Fig. 1: cell classes on the final placement
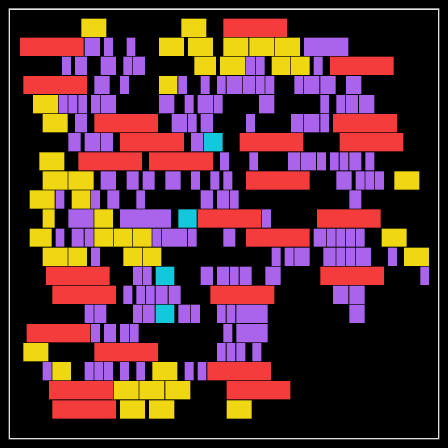
Fig. 2: local utilization
Bar = 20 µm. 6 x 6 tiles, from black (low) to pale yellow (high), 0 to 100% covered.
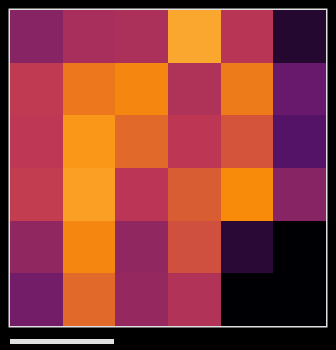
Fig. 3: track usage over the die
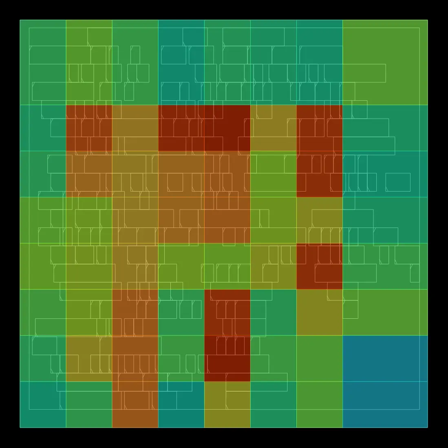
Fig. 4: I/O nets highlighted
Bar = 20 µm.
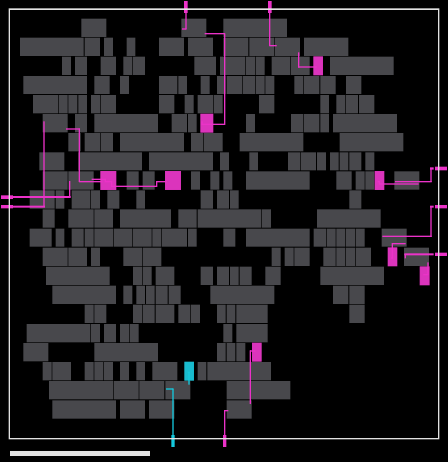
Fig. 5: floorplan with the power grid
Bar = 20 µm. Pins as bars on the die edge.
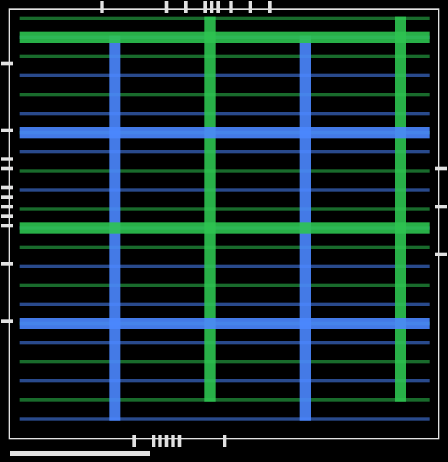
==> config.mk <==
export PLATFORM = sky130hd
export DESIGN_NAME = comp_seq_feeder
export DESIGN_NICKNAME = d
export VERILOG_FILES = /design/src/rtl/comp_pkg.sv /design/src/rtl/comp_piso.sv /design/src/rtl/comp_seq_feeder.sv
export SDC_FILE = /design/constraint.sdc
export NUM_CORES = 1
export LEC_CHECK = 0
export ABC_AREA = 1
export CAP_MARGIN = 5
export CORE_UTILIZATION = 41
export CTS_CLUSTER_DIAMETER = 120
export DETAILED_ROUTE_END_ITERATION = 8
export PLACE_DENSITY = 0.66
export SYNTH_ARGS = -nofsm -noshare
export SYNTH_HDL_FRONTEND = slang
export SYNTH_SLANG_ARGS = --single-unit
==> constraint.sdc <==
create_clock -name clk -period 1.8 [get_ports clk]
set_input_delay 0.36 -clock clk [delete_from_list [all_inputs] [get_ports clk]]
set_output_delay 0.36 -clock clk [all_outputs]
set_load 0.02 [all_outputs]
==> src/rtl/comp_pkg.sv <==
// Shared constants for the bit-serial comparator feeder and its models.
package comp_pkg;
    localparam int WIDTH_MAX = 32;

    localparam logic [2:0] ST_IDLE   = 3'd0;
    localparam logic [2:0] ST_CLEAR  = 3'd1;
    localparam logic [2:0] ST_SHIFT  = 3'd2;
    localparam logic [2:0] ST_SAMPLE = 3'd3;
    localparam logic [2:0] ST_DONE   = 3'd4;
endpackage

==> src/rtl/comp_piso.sv <==
// Parallel-load, shift-left register presenting its MSB as the serial output.
module comp_piso #(
    parameter int WIDTH = 8
) (
    input  logic             clk,
    input  logic             reset,
    input  logic             load,
    input  logic             shift,
    input  logic [WIDTH-1:0] din,
    output logic             msb
);
    logic [WIDTH-1:0] data_reg;

    always_ff @(posedge clk or posedge reset) begin
        if (reset) begin
            data_reg <= '0;
        end else if (load) begin
            data_reg <= din;
        end else if (shift) begin
            data_reg <= {data_reg[WIDTH-2:0], 1'b0};
        end
    end

    assign msb = data_reg[WIDTH-1];
endmodule

==> src/rtl/comp_seq_feeder.sv <==
// Sequences the bit-serial comparator: clear, stream both operands MSB-first,
// then capture its flags as a one-hot lt/eq/gt result behind a handshake.
module comp_seq_feeder
    import comp_pkg::*;
#(
    parameter int WIDTH = 8
) (
    input  logic             clk,
    input  logic             reset,
    input  logic             in_valid,
    output logic             in_ready,
    input  logic [WIDTH-1:0] in_a,
    input  logic [WIDTH-1:0] in_b,
    output logic             ser_a,
    output logic             ser_b,
    output logic             ser_clr,
    input  logic             lgn_in,
    input  logic             e_in,
    output logic             res_valid,
    input  logic             res_ready,
    output logic             res_lt,
    output logic             res_eq,
    output logic             res_gt
);
    localparam int CNT_W = $clog2(WIDTH);

    logic [2:0]       state_reg;
    logic [2:0]       state_next;
    logic [CNT_W-1:0] cnt_reg;
    logic             msb_a;
    logic             msb_b;
    logic             load;
    logic             shift;
    logic             last;

    assign load  = (state_reg == ST_IDLE) && in_valid;
    assign shift = (state_reg == ST_SHIFT);
    assign last  = (cnt_reg == CNT_W'(WIDTH - 1));

    comp_piso #(.WIDTH(WIDTH)) u_piso_a (
        .clk   (clk),
        .reset (reset),
        .load  (load),
        .shift (shift),
        .din   (in_a),
        .msb   (msb_a)
    );

    comp_piso #(.WIDTH(WIDTH)) u_piso_b (
        .clk   (clk),
        .reset (reset),
        .load  (load),
        .shift (shift),
        .din   (in_b),
        .msb   (msb_b)
    );

    always_comb begin
        state_next = state_reg;
        case (state_reg)
            ST_IDLE:   if (in_valid) state_next = ST_CLEAR;
            ST_CLEAR:  state_next = ST_SHIFT;
            ST_SHIFT:  if (last) state_next = ST_SAMPLE;
            ST_SAMPLE: state_next = ST_DONE;
            ST_DONE:   if (res_ready) state_next = ST_IDLE;
            default:   state_next = ST_IDLE;
        endcase
    end

    always_ff @(posedge clk or posedge reset) begin
        if (reset) begin
            state_reg <= ST_IDLE;
        end else begin
            state_reg <= state_next;
        end
    end

    // Counter holds at WIDTH-1 on the final shift so it never wraps.
    always_ff @(posedge clk or posedge reset) begin
        if (reset) begin
            cnt_reg <= '0;
        end else if (state_reg == ST_CLEAR) begin
            cnt_reg <= '0;
        end else if (shift && !last) begin
            cnt_reg <= cnt_reg + 1'b1;
        end
    end

    always_ff @(posedge clk or posedge reset) begin
        if (reset) begin
            res_lt <= 1'b0;
            res_eq <= 1'b0;
            res_gt <= 1'b0;
        end else if (state_reg == ST_SAMPLE) begin
            res_lt <= lgn_in;
            res_eq <= e_in;
            res_gt <= ~lgn_in & ~e_in;
        end
    end

    assign in_ready  = (state_reg == ST_IDLE);
    assign ser_clr   = (state_reg == ST_IDLE) || (state_reg == ST_CLEAR);
    assign ser_a     = shift & msb_a;
    assign ser_b     = shift & msb_b;
    assign res_valid = (state_reg == ST_DONE);
endmodule

==> impl_metrics.ini <==
; yosys + openroad results
[clock_network]
path_clk_slew_ns = 0.15
cts_root_buf = clkbuf_4
cts_hold_buffers = 0
cts_sinks = 25

[logic_synthesis]
yosysTopAreaCellShare_pct = 43.8
yosysUniqueCellTypes = 18
ys_seq_share_pct = 43.8
ys_cells = 184

[final_timing]
setup_tns_ns = 0
max-slew-margin-rel_pct = 77.7
finalClockPeriodUsage_pct = 95.6
layout_min_cycle_time_ns = 1.72
finalClockSkew_ns = 0.0158
slew_viol_final = 0
fmax_mhz = 581

[final_layout]
most-common-layout-cells = nand2_1 (53), nand3_1 (27), nand4_1 (25), dfrtp_1 (25), clkdlybuf4s50_1 (24)
n_antenna_cell = 0
nFillCells = 338
syn_to_final_growth_pct = 25.8

[global_routing]
antenna_found_initial = 0

[status]
outcome = completed

[placed_design]
place_inst = 258
routabilityCongestion = 0.776

[critical_path]
cp-end-kind = primary output
crit_required_ns = 1.44
crit_type = register to primary output

[route]
vias = 1323
drt_iter0_drc = 115
routed_via_density = 5.05
wl_met3_um = 136

[run]
warning_count = 26

[power_and_ir_drop]
p_int_uw = 1570
Back to the opening pictures, Fig. 1:
Cyan marks clock drivers and dummy loads, cells 4, share of their area 1.7%. Red marks registers, cells 25, share of their area 36%. Purple marks remaining logic cells, cells 146, share of their area 41%. Yellow marks remaining buffers and delay cells, cells 41, share of their area 21%.
Finished Core Util: 53.8%
sequential share of cell area: 34.8%
Core Region: 0.00334 mm²

Back to the opening pictures, Fig. 2:
8.3% of the tiles are nearly empty. The mean over all tiles is 47%. The emptiest ninth of the die: lower right. The fullest tile reaches 81%. 8.3% of the tiles are over 75% full.
initial core utilization: 42.8%

Back to the opening pictures, Fig. 3:
GR Util met2: 34.4%
routed len/inst: 12.9 µm
layer carrying the most global-route usage: met2
total track usage: 20.9%

Back to the opening pictures, Fig. 4:
Magenta marks `in_a`, direction input, end cells 8, buffers 8, wire 132 µm. Cyan marks `res_ready`, direction input, end cells 1, buffers 1, wire 9.40 µm.
I/O Pins: 30
input/output buffers: 29

Back to the opening pictures, Fig. 5:
Blue marks VSS. Green marks VDD.
22 met1 rails follow the rows. The core has 21 rows.
Die Ht: 61.0 µm
Max IR drop VDD: 1.13 mV
Chip Width: 61.0 µm

synthesized netlist by cell type (all sizes together):
| master | n |
|---|---|
| inv | 24 |
| buf | 13 |
| dfrtp | 25 |
| ha | 2 |
| o21ai | 1 |
| nand2 | 53 |
| nand4 | 25 |
| a21oi | 1 |
| nand3 | 30 |
| nor3 | 2 |
| nor2 | 8 |
layer usage:
metal	vias up	GRT usage [%]
li1	667	-
met1	616	27.9
met2	34	34.4
met3	6	3.78
met4	0	7.47
met5	-	0
area by class of cell:
type	count	area [µm²]	share of cell area (%)
clock buffers	3	22.5	1.25
clock inverters	1	7.51	0.418
inverters	24	90.1	5.02
multi-input cells	122	619	34.5
flip-flops and latches	25	626	34.8
well taps	46	57.6	3.21
repair buffers	41	373	20.8
power by group through the flow:
stage          sequential (µW)  clock (µW)  combinational [µW]
6_report                   997         262                1710
5_1_grt                   1040         298                1920
4_1_cts                    997         277                1720
3_5_place_dp              1010           0                1750
3_3_place_gp               991           0                1710
2_1_floorplan             1020           0                1230
kinds of logic (layout without fill, tap and decap cells):
group / count (synthesis) / in the layout / synth area share [%]
buffers and inverters: 37 / 69 / 12.8
adder cells (fa/ha/maj): 2 / 2 / 1.75
AND-OR/OR-AND: 2 / 2 / 0.700
flip-flops: 25 / 25 / 43.8
AND/OR/NAND/NOR: 118 / 118 / 40.9
path summary, 6_finish.rpt:
kind | start | endpoint | slack (ns) | cells past startpoint
min in group clk | res_gt | res_gt | 0.49 | 2
max in group asynchronous | reset | cnt_reg[2] | 1.17 | 3
worst max-delay path | state_reg[1] | ser_clr | 0.08 | 3
worst min-delay path | reset | u_piso_b.data_reg[7] | 0.36 | 3
worst max register to register | state_reg[1] | u_piso_b.data_reg[7] | 0.23 | 6
worst min register to register | res_gt | res_gt | 0.49 | 2
Power and IR drop assume default switching activity.
